<file path="src/rtl/ahb_iopmp_log_if.sv">
// AHB-lite config port bundle for the IOPMP violation logger.
// Handshake: a transfer starts in the cycle hsel & htrans[1] is high (address phase);
// hready is always 1, so the data phase is the next cycle and never stalls.
interface ahb_iopmp_log_if #(
  parameter int A_WIDTH = 32,
  parameter int D_WIDTH = 32
);
  logic               hsel;
  logic [A_WIDTH-1:0] haddr;
  logic [1:0]         htrans;
  logic               hwrite;
  logic [D_WIDTH-1:0] hwdata;
  logic [1:0]         hresp;
  logic               hready;
  logic [D_WIDTH-1:0] hrdata;

  modport master (output hsel, haddr, htrans, hwrite, hwdata,
                  input  hresp, hready, hrdata);
  modport slave  (input  hsel, haddr, htrans, hwrite, hwdata,
                  output hresp, hready, hrdata);
endinterface

</file>
<file path="src/rtl/ahb_iopmp_log.sv">
// Time-stamps blocked-transfer events from two IOPMP ports into a FIFO that
// software drains over AHB-lite (read HEAD_*, then write POP).
module ahb_iopmp_log #(
  parameter int A_WIDTH  = 32,
  parameter int D_WIDTH  = 32,
  parameter int DEPTH    = 8,
  parameter int TS_WIDTH = 16
) (
  input  logic               hclk,
  input  logic               hresetn,
  ahb_iopmp_log_if.slave     bus,
  input  logic               v0_valid,
  input  logic [A_WIDTH-1:0] v0_addr,
  input  logic               v0_write,
  input  logic               v1_valid,
  input  logic [A_WIDTH-1:0] v1_addr,
  input  logic               v1_write,
  output logic               irq
);
  localparam int PW = $clog2(DEPTH);
  localparam int CW = PW + 1;

  logic [A_WIDTH-1:0]  mem_addr [DEPTH];
  logic                mem_write[DEPTH];
  logic                mem_port [DEPTH];
  logic [TS_WIDTH-1:0] mem_ts   [DEPTH];

  logic [PW-1:0]       rd_ptr, wr_ptr, wr_ptr1;
  logic [CW-1:0]       count, count_nxt, free;
  logic [15:0]         drop_cnt, drop_nxt;
  logic [16:0]         drop_sum;
  logic [TS_WIDTH-1:0] ts;
  logic                en, irq_en, en_nxt, irq_en_nxt;
  logic                wr_pend;
  logic [7:0]          wr_sel;
  logic                ctrl_wr, pop_wr, clr, pop, empty, full;
  logic                req0, req1, acc0, acc1;
  logic [1:0]          n_push, drops;
  logic [D_WIDTH-1:0]  rd_data;
  logic                unused_bits;

  assign bus.hresp   = 2'b00;
  assign bus.hready  = 1'b1;
  assign unused_bits = ^{bus.haddr[A_WIDTH-1:8], bus.htrans[0], bus.hwdata[D_WIDTH-1:3]};

  // A write latched in the previous address phase completes now, using hwdata.
  assign ctrl_wr = wr_pend && (wr_sel == 8'h00);
  assign pop_wr  = wr_pend && (wr_sel == 8'h10);
  assign clr     = ctrl_wr && bus.hwdata[1];
  assign empty   = (count == '0);
  assign full    = (count == CW'(DEPTH));
  assign pop     = pop_wr && !empty;
  assign req0    = en && v0_valid;
  assign req1    = en && v1_valid;
  assign wr_ptr1 = wr_ptr + PW'(1);

  // A pop frees its slot for a push landing in the same cycle; port 0 wins the last slot.
  always_comb begin
    free       = CW'(DEPTH) - count + CW'(pop);
    acc0       = req0 && (free != '0);
    acc1       = req1 && (free >= (acc0 ? CW'(2) : CW'(1)));
    n_push     = {1'b0, acc0} + {1'b0, acc1};
    drops      = {1'b0, req0 && !acc0} + {1'b0, req1 && !acc1};
    drop_sum   = {1'b0, drop_cnt} + 17'(drops);
    drop_nxt   = drop_sum[16] ? 16'hFFFF : drop_sum[15:0];
    count_nxt  = count + CW'(n_push) - CW'(pop);
    en_nxt     = ctrl_wr ? bus.hwdata[0] : en;
    irq_en_nxt = ctrl_wr ? bus.hwdata[2] : irq_en;
    if (clr) begin
      count_nxt = '0;
      drop_nxt  = '0;
    end
  end

  always_comb begin
    rd_data = '0;
    case (bus.haddr[7:0])
      8'h00: rd_data = D_WIDTH'({irq_en, 1'b0, en});
      8'h04: rd_data = {drop_cnt, 8'(count), 5'b0, irq, full, empty};
      8'h08: rd_data = empty ? '0 : D_WIDTH'(mem_addr[rd_ptr]);
      8'h0C: rd_data = empty ? '0 :
                       {16'(mem_ts[rd_ptr]), 14'b0, mem_write[rd_ptr], mem_port[rd_ptr]};
      default: rd_data = '0;
    endcase
  end

  always_ff @(posedge hclk or negedge hresetn) begin
    if (!hresetn) begin
      ts         <= '0;
      wr_pend    <= 1'b0;
      wr_sel     <= '0;
      bus.hrdata <= '0;
      rd_ptr     <= '0;
      wr_ptr     <= '0;
      count      <= '0;
      drop_cnt   <= '0;
      en         <= 1'b0;
      irq_en     <= 1'b0;
      irq        <= 1'b0;
    end else begin
      ts       <= ts + TS_WIDTH'(1);
      wr_pend  <= bus.hsel && bus.htrans[1] && bus.hwrite;
      wr_sel   <= bus.haddr[7:0];
      if (bus.hsel && bus.htrans[1] && !bus.hwrite)
        bus.hrdata <= rd_data;
      en       <= en_nxt;
      irq_en   <= irq_en_nxt;
      count    <= count_nxt;
      drop_cnt <= drop_nxt;
      irq      <= irq_en_nxt && (count_nxt != '0);
      if (clr) begin
        rd_ptr <= '0;
        wr_ptr <= '0;
      end else begin
        if (pop) rd_ptr <= rd_ptr + PW'(1);
        wr_ptr <= wr_ptr + PW'(n_push);
      end
    end
  end

  // Storage needs no reset: HEAD reads are gated by empty.
  always_ff @(posedge hclk) begin
    if (!clr) begin
      if (acc0) begin
        mem_addr[wr_ptr]  <= v0_addr;
        mem_write[wr_ptr] <= v0_write;
        mem_port[wr_ptr]  <= 1'b0;
        mem_ts[wr_ptr]    <= ts;
      end
      if (acc1) begin
        mem_addr[acc0 ? wr_ptr1 : wr_ptr]  <= v1_addr;
        mem_write[acc0 ? wr_ptr1 : wr_ptr] <= v1_write;
        mem_port[acc0 ? wr_ptr1 : wr_ptr]  <= 1'b1;
        mem_ts[acc0 ? wr_ptr1 : wr_ptr]    <= ts;
      end
    end
  end
endmodule

</file>
<file path="src/flat_wrapper.sv">
// flat-port wrapper written by rule: the top's interface ports become plain ports
module ahb_iopmp_log_flat 
#(
  parameter int A_WIDTH  = 32,
  parameter int D_WIDTH  = 32,
  parameter int DEPTH    = 8,
  parameter int TS_WIDTH = 16
)
  (hclk, hresetn, v0_valid, v0_addr, v0_write, v1_valid, v1_addr, v1_write, irq, bus_hsel, bus_haddr, bus_htrans, bus_hwrite, bus_hwdata, bus_hresp, bus_hready, bus_hrdata);
  ahb_iopmp_log_if #(.A_WIDTH(A_WIDTH), .D_WIDTH(D_WIDTH)) bus_i ();
  input  logic hclk;
  input  logic hresetn;
  input  logic v0_valid;
  input  logic [A_WIDTH-1:0] v0_addr;
  input  logic v0_write;
  input  logic v1_valid;
  input  logic [A_WIDTH-1:0] v1_addr;
  input  logic v1_write;
  output logic irq;
  input wire logic [$bits(bus_i.hsel)-1:0] bus_hsel;
  input wire logic [$bits(bus_i.haddr)-1:0] bus_haddr;
  input wire logic [$bits(bus_i.htrans)-1:0] bus_htrans;
  input wire logic [$bits(bus_i.hwrite)-1:0] bus_hwrite;
  input wire logic [$bits(bus_i.hwdata)-1:0] bus_hwdata;
  output wire logic [$bits(bus_i.hresp)-1:0] bus_hresp;
  output wire logic [$bits(bus_i.hready)-1:0] bus_hready;
  output wire logic [$bits(bus_i.hrdata)-1:0] bus_hrdata;
  assign bus_i.hsel = bus_hsel;
  assign bus_i.haddr = bus_haddr;
  assign bus_i.htrans = bus_htrans;
  assign bus_i.hwrite = bus_hwrite;
  assign bus_i.hwdata = bus_hwdata;
  assign bus_hresp = bus_i.hresp;
  assign bus_hready = bus_i.hready;
  assign bus_hrdata = bus_i.hrdata;
  ahb_iopmp_log #(.A_WIDTH(A_WIDTH), .D_WIDTH(D_WIDTH), .DEPTH(DEPTH), .TS_WIDTH(TS_WIDTH)) u_core (.hclk(hclk), .hresetn(hresetn), .bus(bus_i), .v0_valid(v0_valid), .v0_addr(v0_addr), .v0_write(v0_write), .v1_valid(v1_valid), .v1_addr(v1_addr), .v1_write(v1_write), .irq(irq));
endmodule
</file>
<file path="config.mk">
export PLATFORM = sky130hd
export DESIGN_NAME = ahb_iopmp_log_flat
export DESIGN_NICKNAME = d
export VERILOG_FILES = /design/src/rtl/ahb_iopmp_log_if.sv /design/src/rtl/ahb_iopmp_log.sv /design/src/flat_wrapper.sv
export SDC_FILE = /design/constraint.sdc
export NUM_CORES = 1
export LEC_CHECK = 0
export ABC_AREA = 1
export CAP_MARGIN = 10
export CORE_ASPECT_RATIO = 1.75
export CORE_MARGIN = 2
export CORE_UTILIZATION = 40
export DETAILED_ROUTE_END_ITERATION = 6
export GPL_TIMING_DRIVEN = 0
export PLACE_DENSITY_LB_ADDON = 0.05
export SLEW_MARGIN = 30
export SYNTH_ARGS = -nofsm -noshare
export SYNTH_HDL_FRONTEND = slang
export SYNTH_SLANG_ARGS = --single-unit
</file>
<file path="constraint.sdc">
create_clock -name hclk -period 7.36 [get_ports hclk]
set_input_delay 2.208 -clock hclk [delete_from_list [all_inputs] [get_ports hclk]]
set_output_delay 2.208 -clock hclk [all_outputs]
set_load 0.02 [all_outputs]
</file>
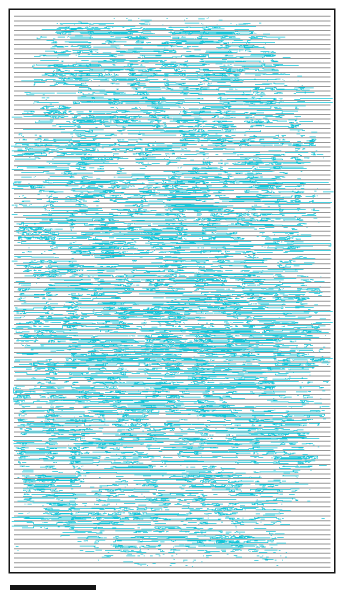
Fig. 1. Signal wires on met1 (run 1).
The bar under the picture is 50 microns long. Supply wires on this layer in grey.
main direction: horizontal
wire length on this layer: 34.3 mm

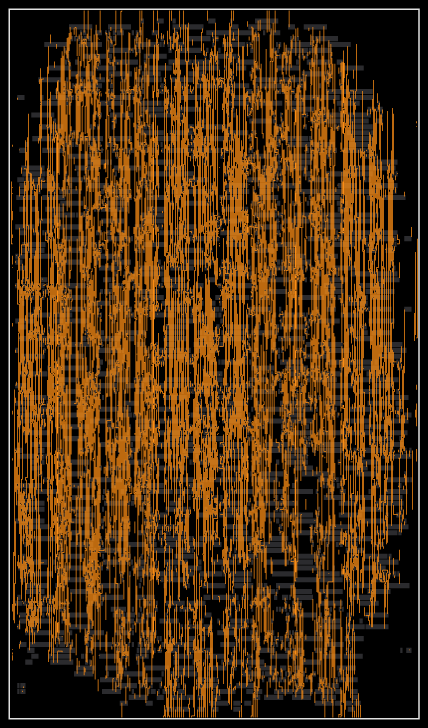
Fig. 2. Signal wires on met2 (run 1).
Cells faint in the background.
share of all routed wire: 51%
longest straight run: 156 microns
nets with wire on the layer: 2191
Via Count: 20500
GR Util met2: 57.8%
Post-Route WL: 102 mm

==> flow_metrics.py, run 1 <==
# Metrics from the implementation run
metrics = {
    "sta": {
        "tns_ps": 0,
        "fin_worst_skew_ps": 22.0,
        "hold_slack_ps": 452,
        "setup_viol": 0,
        "post-route-period-util_pct": 77.9,
    },
    "route": {
        "avgRoutedWirePerCell_microns": 28.7,
        "drc": 1,
        "wl_met3_mm": 7.23,
    },
    "clocking": {
        "cts.sinks": 486,
        "post_cts_buffers": 0,
        "clock_path_buffers": 3,
        "cts_tree": "built",
        "clkTransAtPathRegs_ps": 60,
        "cts_resized": 0,
    },
    "status": {
        "outcome": "finished, violations left",
        "violations": "DRC",
    },
    "critical_path": {
        "crit_path_end": "u_core.drop_cnt[13]$_DFF_PN0_",
        "reg2reg_from": "u_core.count[2]$_DFF_PN0_",
        "r2r_end": "u_core.drop_cnt[13]$_DFF_PN0_",
        "crit_fanout": 10,
        "max_stage_delay_ps": 450,
    },
    "synth": {
        "synth.logic.top_family": "simple AND/OR/NAND/NOR gates",
        "xor_area_share_pct": 0.953,
        "common_cells": "665 x nand2_1, 392 x edfxtp_1, 343 x o21ai_0, 303 x nor2_1, 220 x nand3_1",
        "yosysTopAreaCell": "edfxtp_1",
        "syn_area_sq_um": 23900,
        "top_cell_area_share_pct": 49.2,
        "ys_warn_count": 0,
        "synth_area_per_cell_sq_um": 9.32,
        "fa_ha_area_share_pct": 1.14,
        "synth-main-ff-cell": "edfxtp_1",
    },
    "floorplan": {
        "die_width_microns": 189,
    },
    "hold_path": {
        "holdPathEnd": "u_core.mem_port[2]$_DFF_P_",
    },
    "placement": {
        "place.gp.congestion": 0.895,
        "portBuffers": 83,
    },
    "pwr": {
        "power.internal_mw": 4.53,
        "p_leak_nw": 10.7,
        "netSwitchingFraction_pct": 25.5,
    },
    "global_routing": {
        "grt_pass1_wl_mm": 142,
        "antenna_found_initial": 4,
    },
}
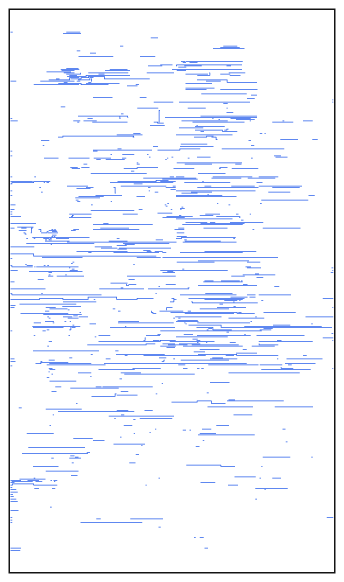
Fig. 3. M3 wires (run 1).
share of all routed wire: 7.1%
main direction: horizontal
nets with wire on the layer: 342
met3 usage: 4.41%

-- run 1: kinds of logic after synthesis --
family,Yosys count
simple gates,1233
fa+ha+maj,20
other cells,2
buf+inv,285
xor+xnor,26
compound gates,511
flops,486
mux,1
-- run 1: flip-flops by register name, indices dropped and copies added (netlist names), 3 cells and up --
name               cells
u_core.ts             16
u_core.drop_cnt       16
u_core.mem_write       8
u_core.rd_ptr          3
u_core.mem_port        8
u_core.mem_ts        128
u_core.wr_ptr          3
u_core.count           4
u_core.wr_sel          8
u_core.bus.hrdata     32
u_core.mem_addr      256
-- run 1: layer usage --
layer  vias to the layer above  global-route usage [%]
met5                         -                       0
met4                         0                    23.4
met3                       338                    4.41
met2                      1114                    57.8
met1                      9931                    35.3
li1                       9099                       -
-- run 1: metrics by stage --
stage	cells	setup slack, ps	utilization, %	power [mW]
after floorplan	2565	771	-	3.40
after global placement	3428	-4770	43.4	3.62
after detailed placement	3443	964	44.2	3.63
after CTS	3533	1570	46.8	6.09
after global routing	3534	1230	46.8	6.23
final	3536	1630	46.8	6.08
-- run 1: cell type report --
type,instances,share of cell area (%)
Antenna cell,3,0.0271
Buffer,208,3.90
Clock buffer,73,5.18
Clock inverter,17,0.424
Inverter,77,1.04
Multi-Input combinational cell,1794,30.8
Sequential cell,486,50.8
Tap cell,780,3.52
Timing Repair Buffer,98,4.29
-- run 1: worst max-delay path, delay by kind of cell --
kind                       cells  cell delay, ps
AOI/OAI and AO/OA              1             130
adders and majority gates      3             840
buffers and inverters          7            1240
and+or+nand+nor               11            1840
-- run 1: power groups by stage --
stage	clock, mW	sequential, mW	combinational (mW)
CTS	2.51	3.02	0.557
global route	2.60	3.02	0.611
floorplan	0	3.08	0.319
detailed placement	0	3.08	0.555
finish	2.50	3.02	0.560
global placement	0	3.08	0.539
Fig. 4: run 1, track usage over the die
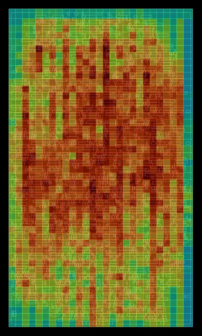

## Run 2: what changed since run 1
==> constraint.sdc (replaced) <==
create_clock -name hclk -period 4.6 [get_ports hclk]
set_input_delay 1.38 -clock hclk [delete_from_list [all_inputs] [get_ports hclk]]
set_output_delay 1.38 -clock hclk [all_outputs]
set_load 0.02 [all_outputs]
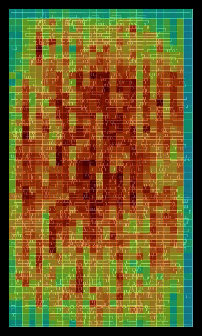
Fig. 5. Track usage over the die (run 2).
GR peak layer: met2
GRT Util Overall: 32.8%
met1 usage: 36.1%

==> flow_metrics.py, run 2 <==
# Metrics from the implementation run
metrics = {
    "status": {
        "outcome": "completed",
    },
    "synth": {
        "synth.logic.top_family": "simple AND/OR/NAND/NOR gates",
        "top_cell_area_share_pct": 49.2,
        "synth-main-ff-cell": "edfxtp_1",
        "fa_ha_area_share_pct": 1.14,
        "common_cells": "665 x nand2_1, 392 x edfxtp_1, 343 x o21ai_0, 303 x nor2_1, 220 x nand3_1",
        "yosysTopAreaCell": "edfxtp_1",
        "ys_warn_count": 0,
        "synth_area_per_cell_sq_um": 9.32,
        "xor_area_share_pct": 0.953,
    },
    "cells_and_area": {
        "reg_top3": "u_core.mem_addr (256), u_core.mem_ts (128), u_core.bus.hrdata (32)",
        "largest_reg_flops": 256,
        "seq_area_share_pct": 49.7,
        "clkCellAreaFrac_pct": 5.69,
        "nNonClkBuffers": 346,
        "stdcell_count": 3584,
        "n_all_inverters": 77,
        "n_antenna_cell": 7,
        "flops": 486,
        "regMostFlops": "u_core.mem_addr",
        "clkbuf_count": 69,
        "dominant_cells": "registers",
    },
    "sta": {
        "tns_ps": 0,
        "hold_slack_ps": 451,
        "post-route-worst-setup-slack_ps": 112,
        "post-route-period-util_pct": 97.6,
    },
    "clocking": {
        "clock_path_buffers": 3,
        "cts_tree": "built",
        "post_cts_buffers": 26,
        "clkTransAtPathRegs_ps": 60,
    },
    "placement": {
        "portBuffers": 83,
    },
    "route": {
        "avgRoutedWirePerCell_microns": 28.7,
        "routed_wl_mm": 103,
        "num_vias": 20900,
    },
    "global_routing": {
        "grt_pass1_wl_mm": 144,
        "grt_use_met2_pct": 58.2,
    },
    "critical_path": {
        "cp.buffers_inverters": 21,
        "cpLargestDelayFamily": "buffers and inverters",
    },
    "pwr": {
        "power.total_mw": 9.99,
        "power.internal_mw": 7.45,
        "p_leak_nw": 10.9,
    },
    "floorplan": {
        "nWellTaps": 780,
        "die_width_microns": 189,
    },
}
-- run 2: cell types whose count changed in the layout (fill, tap and decap cells not counted), moves of 4 or more --
cell / before / now
buf_2: 54 / 50
diode_2: 3 / 7
nand2_8: 0 / 5
buf_12: 4 / 8
bufinv_16: 0 / 4
nand2_2: 7 / 13
clkbuf_8: 10 / 4
nor2_1: 302 / 295
buf_4: 19 / 58
nand2_1: 659 / 653
nand3_1: 220 / 216
nor2_2: 3 / 7
-- run 2: power groups by stage --
| stage | combinational (mW) | clock (mW) | sequential, mW |
|---|---|---|---|
| after floorplan | 0.510 | 0 | 4.92 |
| after global placement | 0.861 | 0 | 4.92 |
| after detailed placement | 0.886 | 0 | 4.92 |
| after CTS | 0.935 | 4.18 | 4.83 |
| after global routing | 1.07 | 4.32 | 4.83 |
| final | 0.983 | 4.17 | 4.83 |
-- run 2: path summary, 6_finish.rpt --
| kind | startpoint | to | slack (ps) | cells after the start |
|---|---|---|---|---|
| hold / removal | u_core.mem_port[2]$_DFF_P_ | u_core.mem_port[2]$_DFF_P_ | 450 | 2 |
| setup / recovery | u_core.count[3]$_DFF_PN0_ | u_core.irq$_DFF_PN0_ | 110 | 32 |
| min in group asynchronous | hresetn | u_core.count[2]$_DFF_PN0_ | 650 | 1 |
| max in group asynchronous | hresetn | u_core.ts[1]$_DFF_PN0_ | 3290 | 2 |
| hold reg to reg | u_core.mem_port[2]$_DFF_P_ | u_core.mem_port[2]$_DFF_P_ | 450 | 2 |
| setup reg to reg | u_core.count[3]$_DFF_PN0_ | u_core.irq$_DFF_PN0_ | 110 | 32 |
Power and IR drop assume default switching activity.
